m3.png
(2 px per um)
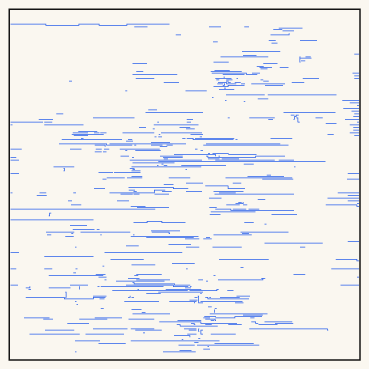
class_map.png
(1.5 px per um)
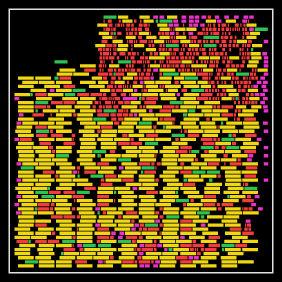
layers.png
(2 px per um) Two of the layers only.
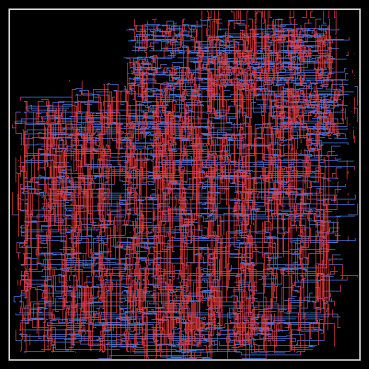
placed.png
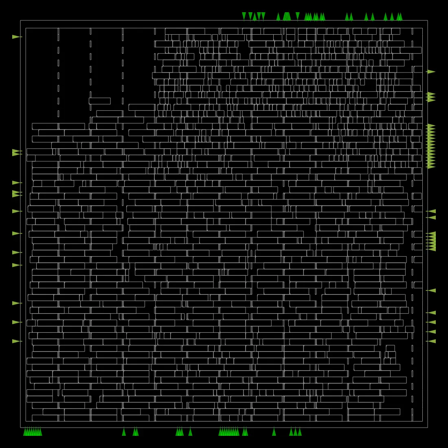
==> src/rtl/generic_pack.sv <==
// Shared types for the RGB pixel-checking datapath: pixel struct, checker
// state encoding and readback field offsets.
package generic_pack;

    localparam int RGB_DATA_W   = 8;
    localparam int RGB_PIX_W    = 3 * RGB_DATA_W;
    localparam int MM2S_RGB_LSB = 0;

    typedef struct packed {
        logic [RGB_DATA_W-1:0] red;
        logic [RGB_DATA_W-1:0] green;
        logic [RGB_DATA_W-1:0] blue;
    } rgb_pix_t;

    typedef enum logic [2:0] {
        IDLE  = 3'd0,
        ARM   = 3'd1,
        CHECK = 3'd2,
        DONE  = 3'd3,
        ERR   = 3'd4
    } chk_state_t;

    // Flatten a pixel into the {R,G,B} order used by the readback beat.
    function automatic logic [RGB_PIX_W-1:0] pix_to_word(input rgb_pix_t p);
        return {p.red, p.green, p.blue};
    endfunction

endpackage

==> src/rtl/rgb_pix_fifo.sv <==
// Synchronous pixel FIFO with flush; a push is accepted while full when a pop
// happens in the same cycle.
module rgb_pix_fifo
    import generic_pack::*;
#(
    parameter int DEPTH = 16
) (
    input  logic     clkmm,
    input  logic     reset,
    input  logic     flush,
    input  logic     push,
    input  logic     pop,
    input  rgb_pix_t wr_pix,
    output rgb_pix_t rd_pix,
    output logic     full,
    output logic     empty
);

    localparam int AW = (DEPTH > 1) ? $clog2(DEPTH) : 1;
    localparam logic [AW:0] DEPTH_C = (AW+1)'(DEPTH);

    rgb_pix_t      mem_r [DEPTH];
    logic [AW-1:0] wr_ptr_r;
    logic [AW-1:0] rd_ptr_r;
    logic [AW:0]   count_r;
    logic          push_ok_s;
    logic          pop_ok_s;

    // Qualify requests against the current fill level.
    always_comb begin
        full      = (count_r == DEPTH_C);
        empty     = (count_r == '0);
        pop_ok_s  = pop && !empty;
        push_ok_s = push && (!full || pop_ok_s);
        rd_pix    = mem_r[rd_ptr_r];
    end

    // Storage array; contents are don't-care until written.
    always_ff @(posedge clkmm) begin
        if (push_ok_s && !reset && !flush) begin
            mem_r[wr_ptr_r] <= wr_pix;
        end
    end

    // Pointers and occupancy; pointers wrap naturally since DEPTH is a power of 2.
    always_ff @(posedge clkmm) begin
        if (reset || flush) begin
            wr_ptr_r <= '0;
            rd_ptr_r <= '0;
            count_r  <= '0;
        end else begin
            if (push_ok_s) begin
                wr_ptr_r <= wr_ptr_r + AW'(1'b1);
            end
            if (pop_ok_s) begin
                rd_ptr_r <= rd_ptr_r + AW'(1'b1);
            end
            case ({push_ok_s, pop_ok_s})
                2'b10:   count_r <= count_r + (AW+1)'(1'b1);
                2'b01:   count_r <= count_r - (AW+1)'(1'b1);
                default: count_r <= count_r;
            endcase
        end
    end

endmodule

==> src/rtl/rgb_frame_check_ctrl.sv <==
// Per-frame RGB compare sequencer: buffers camera pixels and checks MM2S
// readback beats against them. Optional first-mismatch log: RGB_CHK_ERR_LOG_EN.
module rgb_frame_check_ctrl
    import generic_pack::*;
#(
    parameter int DATA_W       = 8,
    parameter int FIFO_DEPTH   = 16,
    parameter int FRAME_PIXELS = 1024,
    parameter int CNT_W        = 16
) (
    input  logic              clkmm,
    input  logic              reset,
    input  logic              start,
    input  logic              abort,
    input  logic              valid,
    input  logic [DATA_W-1:0] iRed,
    input  logic [DATA_W-1:0] iGreen,
    input  logic [DATA_W-1:0] iBlue,
    input  logic              m_axis_mm2s_tvalid,
    input  logic [31:0]       m_axis_mm2s_tdata,
    output logic              m_axis_mm2s_tready,
    output logic              busy,
    output logic              done,
    output logic              pass,
    output logic              overflow,
    output logic [CNT_W-1:0]  mismatch_count,
    output logic [CNT_W-1:0]  pix_count
`ifdef RGB_CHK_ERR_LOG_EN
    ,
    output logic [CNT_W-1:0]  err_index,
    output logic [23:0]       err_exp,
    output logic [23:0]       err_got
`endif
);

    localparam logic [CNT_W:0] FRAME_N = (CNT_W+1)'(FRAME_PIXELS);

    chk_state_t      state_r;
    chk_state_t      state_nx_s;
    logic            busy_r;
    logic            done_r;
    logic            pass_r;
    logic            overflow_r;
    logic [CNT_W-1:0] pix_count_r;
    logic [CNT_W-1:0] mismatch_count_r;
    logic [CNT_W:0]  pushed_r;

    rgb_pix_t        cam_pix_s;
    rgb_pix_t        head_pix_s;
    logic            fifo_full_s;
    logic            fifo_empty_s;
    logic            fifo_push_s;
    logic            fifo_flush_s;
    logic            in_check_s;
    logic            tready_s;
    logic            hs_s;
    logic            cam_req_s;
    logic            ovf_evt_s;
    logic            mism_s;
    logic            last_beat_s;
    logic [RGB_PIX_W-1:0] exp_word_s;
    logic [RGB_PIX_W-1:0] got_word_s;
    logic            unused_tdata_s;

    assign unused_tdata_s = ^m_axis_mm2s_tdata[31:24];

    // Handshake, push qualification and compare for the current cycle.
    always_comb begin
        cam_pix_s.red   = RGB_DATA_W'(iRed);
        cam_pix_s.green = RGB_DATA_W'(iGreen);
        cam_pix_s.blue  = RGB_DATA_W'(iBlue);
        in_check_s   = (state_r == CHECK);
        tready_s     = in_check_s && !fifo_empty_s;
        hs_s         = m_axis_mm2s_tvalid && tready_s;
        cam_req_s    = in_check_s && valid && (pushed_r < FRAME_N);
        // A pop in the same cycle frees the slot, so full alone is not an overflow.
        ovf_evt_s    = cam_req_s && fifo_full_s && !hs_s;
        fifo_push_s  = cam_req_s && !ovf_evt_s && !abort;
        fifo_flush_s = abort || (state_r == ARM);
        exp_word_s   = pix_to_word(head_pix_s);
        got_word_s   = m_axis_mm2s_tdata[MM2S_RGB_LSB +: RGB_PIX_W];
        mism_s       = hs_s && (got_word_s != exp_word_s);
        last_beat_s  = hs_s && (({1'b0, pix_count_r} + (CNT_W+1)'(1'b1)) == FRAME_N);
    end

    rgb_pix_fifo #(
        .DEPTH (FIFO_DEPTH)
    ) u_fifo (
        .clkmm  (clkmm),
        .reset  (reset),
        .flush  (fifo_flush_s),
        .push   (fifo_push_s),
        .pop    (hs_s),
        .wr_pix (cam_pix_s),
        .rd_pix (head_pix_s),
        .full   (fifo_full_s),
        .empty  (fifo_empty_s)
    );

    // Next-state decode; abort overrides everything, overflow beats frame end.
    always_comb begin
        state_nx_s = state_r;
        if (abort) begin
            state_nx_s = IDLE;
        end else begin
            case (state_r)
                IDLE, DONE, ERR: state_nx_s = start ? ARM : state_r;
                ARM:             state_nx_s = CHECK;
                CHECK: begin
                    if (ovf_evt_s) begin
                        state_nx_s = ERR;
                    end else if (last_beat_s) begin
                        state_nx_s = DONE;
                    end else begin
                        state_nx_s = CHECK;
                    end
                end
                default:         state_nx_s = IDLE;
            endcase
        end
    end

    // State register with status flags registered from the next state.
    always_ff @(posedge clkmm) begin
        if (reset) begin
            state_r <= IDLE;
            busy_r  <= 1'b0;
            done_r  <= 1'b0;
        end else begin
            state_r <= state_nx_s;
            busy_r  <= (state_nx_s == ARM) || (state_nx_s == CHECK);
            done_r  <= (state_nx_s == DONE) || (state_nx_s == ERR);
        end
    end

    // Run counters and verdict; abort freezes them for inspection.
    always_ff @(posedge clkmm) begin
        if (reset) begin
            pushed_r         <= '0;
            pix_count_r      <= '0;
            mismatch_count_r <= '0;
            overflow_r       <= 1'b0;
            pass_r           <= 1'b0;
        end else if (abort) begin
            pushed_r <= '0;
        end else if (state_r == ARM) begin
            pushed_r         <= '0;
            pix_count_r      <= '0;
            mismatch_count_r <= '0;
            overflow_r       <= 1'b0;
            pass_r           <= 1'b0;
        end else if (in_check_s) begin
            if (fifo_push_s) begin
                pushed_r <= pushed_r + (CNT_W+1)'(1'b1);
            end
            if (hs_s) begin
                pix_count_r <= pix_count_r + CNT_W'(1'b1);
            end
            if (mism_s && (mismatch_count_r != {CNT_W{1'b1}})) begin
                mismatch_count_r <= mismatch_count_r + CNT_W'(1'b1);
            end
            if (ovf_evt_s) begin
                overflow_r <= 1'b1;
                pass_r     <= 1'b0;
            end else if (last_beat_s) begin
                pass_r <= (mismatch_count_r == '0) && !mism_s && !overflow_r;
            end
        end
    end

`ifdef RGB_CHK_ERR_LOG_EN
    logic             err_seen_r;
    logic [CNT_W-1:0] err_index_r;
    logic [23:0]      err_exp_r;
    logic [23:0]      err_got_r;

    // Capture the first mismatching beat of a run.
    always_ff @(posedge clkmm) begin
        if (reset || (!abort && (state_r == ARM))) begin
            err_seen_r  <= 1'b0;
            err_index_r <= '0;
            err_exp_r   <= 24'h000000;
            err_got_r   <= 24'h000000;
        end else if (!abort && mism_s && !err_seen_r) begin
            err_seen_r  <= 1'b1;
            err_index_r <= pix_count_r;
            err_exp_r   <= 24'(exp_word_s);
            err_got_r   <= 24'(got_word_s);
        end
    end

    assign err_index = err_index_r;
    assign err_exp   = err_exp_r;
    assign err_got   = err_got_r;
`endif

    assign m_axis_mm2s_tready = tready_s;
    assign busy               = busy_r;
    assign done               = done_r;
    assign pass               = pass_r;
    assign overflow           = overflow_r;
    assign mismatch_count     = mismatch_count_r;
    assign pix_count          = pix_count_r;

endmodule
==> config.mk <==
export PLATFORM = sky130hd
export DESIGN_NAME = rgb_frame_check_ctrl
export DESIGN_NICKNAME = d
export VERILOG_FILES = /design/src/rtl/generic_pack.sv /design/src/rtl/rgb_pix_fifo.sv /design/src/rtl/rgb_frame_check_ctrl.sv
export SDC_FILE = /design/constraint.sdc
export NUM_CORES = 1
export LEC_CHECK = 0
export CORE_MARGIN = 2
export CORE_UTILIZATION = 64
export DETAILED_ROUTE_END_ITERATION = 8
export PLACE_DENSITY = 0.84
export SLEW_MARGIN = 20
export SYNTH_ARGS = -nofsm -noshare
export SYNTH_HDL_FRONTEND = slang
export SYNTH_HIERARCHICAL = 1
export SYNTH_SLANG_ARGS = --single-unit
==> constraint.sdc <==
create_clock -name clkmm -period 10.8 [get_ports clkmm]
set_input_delay 2.16 -clock clkmm [delete_from_list [all_inputs] [get_ports clkmm]]
set_output_delay 2.16 -clock clkmm [all_outputs]
set_load 0.005 [all_outputs]
==> metrics.csv <==
metric,value,unit
leading area contributor after synthesis,edfxtp_1,
Leak,6.565,nW
total chip power,3.433,mW
drt via density,6.830,
Worst EP arrival,5.82,ns
"Seq share, synth",0.6969,
pre-CTS setup slack,4.781,ns
Clock Tree Buf Depth,3,
DP HPWL,22.56,mm
worst hold path type,flip-flop to flip-flop,
final net count,1293,
Dominant cell area share,0.6185,
# Max-Cap Violations,0,
Top Metal Used,met4,
pwr dens,160.8,mW/mm2
num rows,62,
final hold vios,0,
initial antenna violation count,1,
largest net degree at the start of global routing,72,
measured slew at the worst slew-check pin,1.166,ns
WS Path Type,input pin to flip-flop,
HP Start,pushed_r[16],
Placer Congestion,0.8341,
worst vdd ir,0.1450,mV
global-route wire length before repair,66.19,mm
cts bufs inserted,44,
M1 wire length,16.41,mm
Post-DRT Antenna Nets,0,
Final Slew Violations,0,
Post-synth top cells,"384 x edfxtp_1, 96 x mux4_2, 81 x nor2_1, 73 x dfxtp_1, 64 x nand2_1",
yosys stat cell total,1129,
CTS resizes,0,
Pre-Place Util,0.6496,
CTS H-tree lvls,2,
Tcrit/Tclk final,0.5242,
Setup crit end kind,flip-flop,
Hold Buf Count CTS,0,
Cell Type Count,68,
unrepaired setup endpoints after global routing,no,
syn nets,1205,
# IOs,99,
Post-synth EDFFs,384,
met3 routed WL,3.888,mm
crit path DRT,10.96,ns
CP Launch Point,abort,
final clock skew,0.01548,ns
Synth async-reset ratio,0,
Initial DRC Count,1294,
clk sinks,457,
YS chip area,0.01864,mm2
clock slew at reported path FFs,0.06,ns
Commonest flop,edfxtp_1,
1st-pass router iterations,5,
setup ws final,5.139,ns
Die Height,174.7,um
status,"complete, no violations",
Setup-failing EPs final,0,
post-layout min period,5.661,ns
Main area contributors,"edfxtp_1 62%, mux4_2 12%, dfxtp_1 7.8%",
Worst setup SP type,input pin,
Area Growth Syn to Fin,14.48,%
CTS Root Cell,clkbuf_16,
register bit total from synthesis,457,
most common cell in the netlist,edfxtp_1,
layout cell share with drive strength beyond 1,0.1641,
Die Area,0.03051,mm2
IO buf count,90,
die width,174.7,um
WL met2,21.81,mm
YS warnings,6,
About m3.png:
- share of all routed wire: 8.9%
- main direction: horizontal
- longest straight run: 83.3 um
via count: 11160
total wire length: 43.94 mm
GR Util met3: 0.04787

About class_map.png:
- registers: yellow (cells 457)
- remaining logic cells: red (cells 615)
- remaining buffers and delay cells: magenta (cells 99)
- clock drivers and dummy loads: green (cells 78)
fin area: 0.02134 mm2
Core Area: 0.02870 mm2
Seq/total area: 0.6091
post-layout util: 0.7436

About layers.png:
- M1: blue (wire length 16400 um)
- M2: red (wire length 21.8 mm)
GRT Total Usage: 0.2921
Avg WL per Cell: 26.89 um

About placed.png:
Tap Cells: 384
fin cells: 1634

area by class of cell:
cell class                 count  area (um2)
timing repair buffer          99       988.4
fill                        1616        7358
antenna                        1       2.502
multi-input combinational    599        5458
sequential                   457       13000
clock inverter                22       198.9
clock buffer                  56        1156
tap                          384       480.5
inverter                      16       60.06
flip-flops by register name (all words and copies together) (netlist names), 3 cells and up, named ones only:
name / count
mismatch_count: 16
pix_count: 16
pushed_r: 17
state_r: 3
u_fifo/count_r: 5
u_fifo/mem_r: 384
u_fifo/rd_ptr_r: 4
u_fifo/wr_ptr_r: 4
cells by family (layout without fill, tap and decap cells):
kind of cell | Yosys count | count (layout) | synth area share
compound gates | 151 | 151 | 0.05671
xor+xnor | 45 | 45 | 0.02114
fa+ha+maj | 14 | 14 | 0.009798
buf+inv | 73 | 193 | 0.01725
flops | 457 | 457 | 0.6969
mux | 103 | 103 | 0.1199
other cells | 0 | 1 | 0
simple gates | 286 | 286 | 0.07838
path summary, 6_finish.rpt:
check,to,cells after the start
setup / recovery,u_fifo/mem_r[13][8],7
hold / removal,pushed_r[16],1
setup reg to reg,mismatch_count[3],12
hold reg to reg,pushed_r[16],1
power by group:
part	switching (mW)	internal [mW]	total [mW]
sequential	0.000783	1.91	1.91
clock	0.650	0.812	1.46
combinational	0.0376	0.0242	0.0619
cells in the final DEF (no fill, tap or decap), types with 6 or more instances in the layout:
master,Yosys,layout
a21oi_1,28,28
a22oi_1,54,54
a311oi_1,6,6
and2_1,6,6
and3_1,13,13
buf_4,4,8
clkbuf_1,33,11
clkbuf_16,0,44
clkdlybuf4s50_1,0,90
clkinv_1,0,7
dfxtp_1,73,71
edfxtp_1,384,384
ha_1,13,13
inv_1,15,15
mux4_2,96,96
nand2_1,64,64
nand2b_1,8,8
nand3_1,23,23
nand4_1,20,20
nor2_1,81,64
nor2_4,1,17
nor2b_1,9,7
nor3_1,7,7
nor4_1,12,12
o21ai_0,16,16
o31ai_1,9,9
or3_1,12,12
or4_1,9,9
xnor2_1,33,33
xor2_1,12,12
stage by stage:
stage	std cells	hold slack (ns)	instance area, um2
after floorplan	1129	0.4407	18640
after global placement	1554	0.4670	19960
after detailed placement	1554	0.4703	19960
after CTS	1632	0.4827	21310
after global routing	1633	0.4998	21340
final	1634	0.4851	21340
worst max-delay path, cell delays in order:
cell and delay, ns:
clkdlybuf4s50_1 0.54, nor4b_1 0.53, nand3_1 0.29, a21oi_2 0.66, o21a_1 0.35, nand2_1 0.30
nor2_4 0.97
per-layer routing:
metal / track usage / up-vias
met5: 0 / -
li1: - / 4695
met4: 0.1115 / 0
met1: 0.4007 / 5616
met2: 0.4796 / 707
met3: 0.04787 / 143
Power and IR drop assume default switching activity.
